`src/rtl/reg_file_sb.sv`:
```
// reg_file_sb: 2**ADDR_BITS x DATA_BITS register file, 2 comb read ports, 1 write port, pending scoreboard, clear sweep.
// Latency: reads zero-latency, writes visible next cycle (RF_BYPASS_EN forwards same cycle).
// Backpressure: wr_ready low for the REG_COUNT-cycle sweep; writes and pend_set are dropped then.
module reg_file_sb #(
  parameter int                   DATA_BITS = 8,
  parameter int                   ADDR_BITS = 3,
  parameter logic [DATA_BITS-1:0] CLR_VALUE = '0
) (
  input  logic                      clk,
  input  logic                      reset_n,
  input  logic [ADDR_BITS-1:0]      rd_a_addr,
  output logic [DATA_BITS-1:0]      rd_a_data,
  output logic                      rd_a_pend,
  input  logic [ADDR_BITS-1:0]      rd_b_addr,
  output logic [DATA_BITS-1:0]      rd_b_data,
  output logic                      rd_b_pend,
  input  logic                      wr_en,
  input  logic [ADDR_BITS-1:0]      wr_addr,
  input  logic [DATA_BITS-1:0]      wr_data,
  output logic                      wr_ready,
  input  logic                      pend_set,
  input  logic [ADDR_BITS-1:0]      pend_addr,
  input  logic                      clr_req,
  output logic                      busy,
  output logic [(1<<ADDR_BITS)-1:0] pend_mask
);

  localparam int REG_COUNT = 1 << ADDR_BITS;
  localparam logic [ADDR_BITS-1:0] LAST_IDX = ADDR_BITS'(REG_COUNT - 1);

  typedef enum logic {IDLE = 1'b0, SWEEP = 1'b1} state_t;

  state_t                 state, state_nxt;
  logic [ADDR_BITS-1:0]   cnt, cnt_nxt;
  logic [DATA_BITS-1:0]   regs [REG_COUNT];
  logic [REG_COUNT-1:0]   pend_nxt;
  logic                   wr_acc;
  logic                   pend_ok;

  always_ff @(posedge clk or negedge reset_n) begin
    if (!reset_n) begin
      state <= IDLE;
      cnt   <= '0;
    end else begin
      state <= state_nxt;
      cnt   <= cnt_nxt;
    end
  end

  always_comb begin
    state_nxt = state;
    cnt_nxt   = cnt;
    wr_ready  = 1'b1;
    busy      = 1'b0;
    case (state)
      IDLE: begin
        if (clr_req) begin
          state_nxt = SWEEP;
          cnt_nxt   = '0;
        end
      end
      SWEEP: begin
        wr_ready = 1'b0;
        busy     = 1'b1;
        cnt_nxt  = cnt + ADDR_BITS'(1);
        if (cnt == LAST_IDX) begin
          state_nxt = IDLE;
        end
      end
      default: state_nxt = IDLE;
    endcase
  end

  assign wr_acc  = wr_en & wr_ready;
  assign pend_ok = pend_set & (state == IDLE);

  // Set wins over the write's clear when both target the same register.
  always_comb begin
    pend_nxt = pend_mask;
    if (state == SWEEP) begin
      pend_nxt[cnt] = 1'b0;
    end else begin
      if (wr_acc)  pend_nxt[wr_addr]   = 1'b0;
      if (pend_ok) pend_nxt[pend_addr] = 1'b1;
    end
  end

  always_ff @(posedge clk or negedge reset_n) begin
    if (!reset_n) begin
      pend_mask <= '0;
    end else begin
      pend_mask <= pend_nxt;
    end
  end

  always_ff @(posedge clk or negedge reset_n) begin
    if (!reset_n) begin
      for (int i = 0; i < REG_COUNT; i++) begin
        regs[i] <= CLR_VALUE;
      end
    end else if (state == SWEEP) begin
      regs[cnt] <= CLR_VALUE;
    end else if (wr_acc) begin
      regs[wr_addr] <= wr_data;
    end
  end

  always_comb begin
    rd_a_data = regs[rd_a_addr];
    rd_a_pend = pend_mask[rd_a_addr];
    rd_b_data = regs[rd_b_addr];
    rd_b_pend = pend_mask[rd_b_addr];
`ifdef RF_BYPASS_EN
    if (wr_acc && (rd_a_addr == wr_addr)) begin
      rd_a_data = wr_data;
      rd_a_pend = 1'b0;
    end
    if (wr_acc && (rd_b_addr == wr_addr)) begin
      rd_b_data = wr_data;
      rd_b_pend = 1'b0;
    end
`endif
  end

endmodule

```
`config.mk`:
```
export PLATFORM = sky130hd
export DESIGN_NAME = reg_file_sb
export DESIGN_NICKNAME = d
export VERILOG_FILES = /design/src/rtl/reg_file_sb.sv
export SDC_FILE = /design/constraint.sdc
export NUM_CORES = 1
export LEC_CHECK = 0
export CORE_AREA = 5 5 131 133
export DETAILED_ROUTE_END_ITERATION = 10
export DIE_AREA = 0 0 136 138
export PLACE_DENSITY = 0.5
export SLEW_MARGIN = 20
export SYNTH_ARGS = -nofsm -noshare
export SYNTH_HDL_FRONTEND = slang
export SYNTH_SLANG_ARGS = --single-unit
```
`constraint.sdc`:
```
create_clock -name clk -period 6.43 [get_ports clk]
set_clock_uncertainty 0.05 [all_clocks]
set_input_delay 1.929 -clock clk [delete_from_list [all_inputs] [get_ports clk]]
set_output_delay 1.929 -clock clk [all_outputs]
set_load 0.01 [all_outputs]
```
Figure 1. Routing congestion map (run 1).
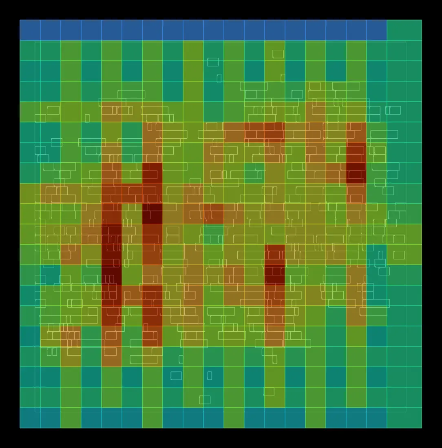
met3 global-route usage: 3.955%
GR Util All Layers: 14.77%

Figure 2. A small window of the routed layout (run 1).
Region (56, 56) to (81, 81) µm. Cells in gray, sequential cells in the stronger gray; small squares are vias.
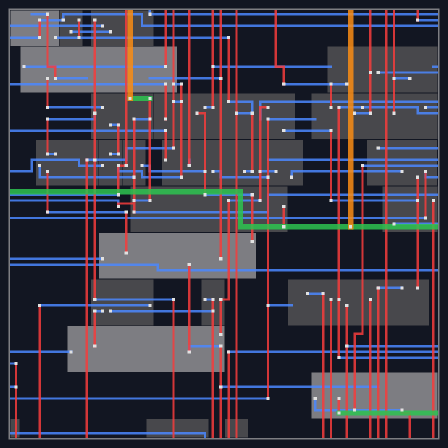
color	layer
red	met2
blue	met1
green	met3
orange	met4
sequential cells in the window	4
most frequent	mux4_2 (5)
cells with their middle in the window	20
netlist names of flops here include	regs (4)

Figure 3. Cell sizes after repair (run 1).
Drawn at 3 px/µm.
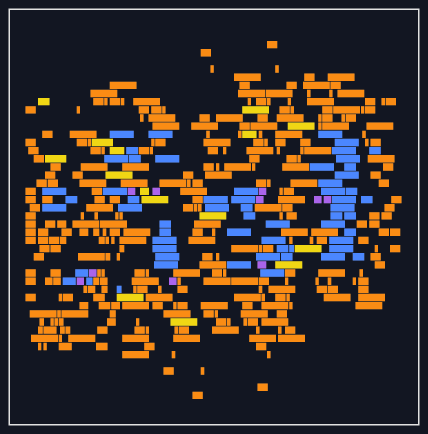
color	size	cells	share
orange	drive 1 or less	315	79%
yellow	drive 6 and up	15	3.8%
purple	drive 3 to 4	10	2.5%
blue	drive 2	59	15%
fin area: 0.005380 mm²
Area Growth Syn to Fin: 24.35%
fin worst setup slack: 0.4406 ns
Non-clk bufs: 62

==> impl_metrics.toml, run 1 <==
# implementation run metrics
[run_status]
status = "completed"

[logic_synthesis]
synthCells = 346
ys_top_cells_by_area = "dfrtp_1, mux4_2, mux2i_1, nand2_1, mux2_2"
yosysWarnings = 0
ys_sh_adder_pct = 0.5784
yosys_cells = 346
yosys_area_mm2 = 0.004327
topCombFamilyByArea = "multiplexers"
ys_ff = 76
ys_seq_share_pct = 43.96

[routing]
dr.pass1.iters = 5
drt-wirelength-per-cell_um = 21.85

[worst_setup_path]
critPathMostFrequentCell = "clkdlybuf4s50_1"
critPathCapture = "rd_b_data[7]"
crit_arrival_ns = 4.01

[layout]
largest_reg_flops = 64
seqCellArea_mm2 = 0.001902
num-clock-buffers = 11
regMostFlops = "regs"
nets = 421
comb_area_mm2 = 0.002257
seq_share_pct = 35.35

[min_path]
hold_start = "regs[22]$_DFFE_PN0P_"
hold_end = "regs[22]$_DFFE_PN0P_"

[floorplanning]
die_y_um = 138
die-area_mm2 = 0.01877

[place]
dp_hpwl_um = 9146
placed_cell_area_mm2 = 0.005089

[final_timing]
maxSlewHeadroom_pct = 38.39
timing.fmax_mhz = 167.0
hold_violations = 0

[global_route]
grt_antenna_before_repair = 0
top_usage_layer = "met2"
grt_first_pass_wirelength_um = 20620

[cts]
htree_num_levels = 3
clk_pin_slew_worst_paths_ns = 0.06
cts_setup_buffers = 0

[job]
tool_warnings = 26

[power]
seq_power_share_pct = 40.7
==> inputs of run 2 (changes only) <==
--- a/config.mk
+++ b/config.mk
@@ -5,6 +5,7 @@
 export SDC_FILE = /design/constraint.sdc
 export NUM_CORES = 1
 export LEC_CHECK = 0
+export CAP_MARGIN = 20
 export CORE_AREA = 5 5 131 133
 export DETAILED_ROUTE_END_ITERATION = 10
 export DIE_AREA = 0 0 136 138
Figure 4. Cell sizes after repair (run 2).
Drawn at 3 px/µm.
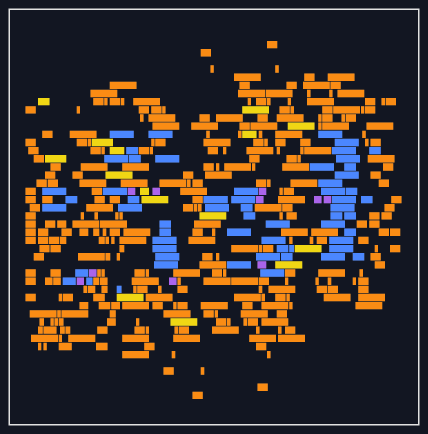
color	size	cells	share
yellow	drive 6 and up	15	3.8%
blue	drive 2	59	15%
purple	drive 3 to 4	10	2.5%
orange	drive 1 or less	315	79%

Figure 5. A small window of the routed layout (run 2).
Region (56, 56) to (81, 81) µm. Cells in gray, sequential cells in the stronger gray; small squares are vias.
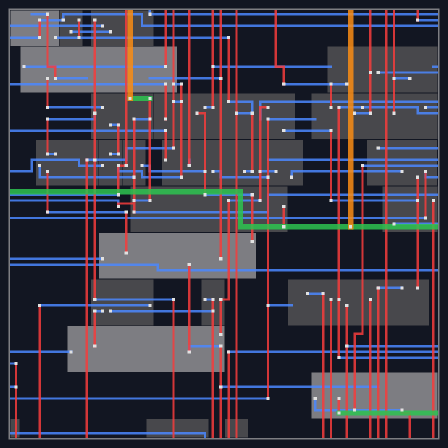
color	layer
green	met3
red	met2
blue	met1
orange	met4
netlist names of flops here include	regs (4)
sequential cells in the window	4
most frequent	mux4_2 (5)
cells with their middle in the window	20

==> run 2 against run 1 <==
  * Sequential cell count did not move
  * Register-to-register slack about the same
  * Worst setup slack stayed put
  * Sequential share of layout area stayed put
  * Critical path depth is the same
  * Worst hold slack did not move
  * Routed wire length unchanged
  * Critical path type unchanged
  * Largest cell class unchanged
  * Highest routed layer unchanged
==> impl_metrics.toml, run 2 <==
# implementation run metrics
[run_status]
status = "completed"

[logic_synthesis]
yosysWarnings = 0
topCombFamilyByArea = "multiplexers"
synthCells = 346
yosys_cells = 346
yosys_area_mm2 = 0.004327
ys_seq_share_pct = 43.96
ys_sh_adder_pct = 0.5784

[worst_setup_path]
critPathCapture = "rd_b_data[7]"
critPathMostFrequentCell = "clkdlybuf4s50_1"

[layout]
seq_share_pct = 35.35
n_all_buffers = 62
num-clock-buffers = 11
fin_area_mm2 = 0.005380
seqCellArea_mm2 = 0.001902
comb_area_mm2 = 0.002257

[job]
tool_warnings = 26

[place]
dp_hpwl_um = 9146
placed_cell_area_mm2 = 0.005089

[global_route]
grt_util_met3_pct = 3.955
grt_use_total_pct = 14.77
top_usage_layer = "met2"
grt_antenna_before_repair = 0
grt_first_pass_wirelength_um = 20620

[routing]
drt-wirelength-per-cell_um = 21.85
dr.pass1.iters = 5

[final_timing]
timing.fmax_mhz = 167.0
hold_violations = 0
worst_slack_ns = 0.4406
maxSlewHeadroom_pct = 38.39

[cts]
cts_setup_buffers = 0
clk_pin_slew_worst_paths_ns = 0.06
htree_num_levels = 3

[floorplanning]
die_y_um = 138

[min_path]
hold_end = "regs[22]$_DFFE_PN0P_"
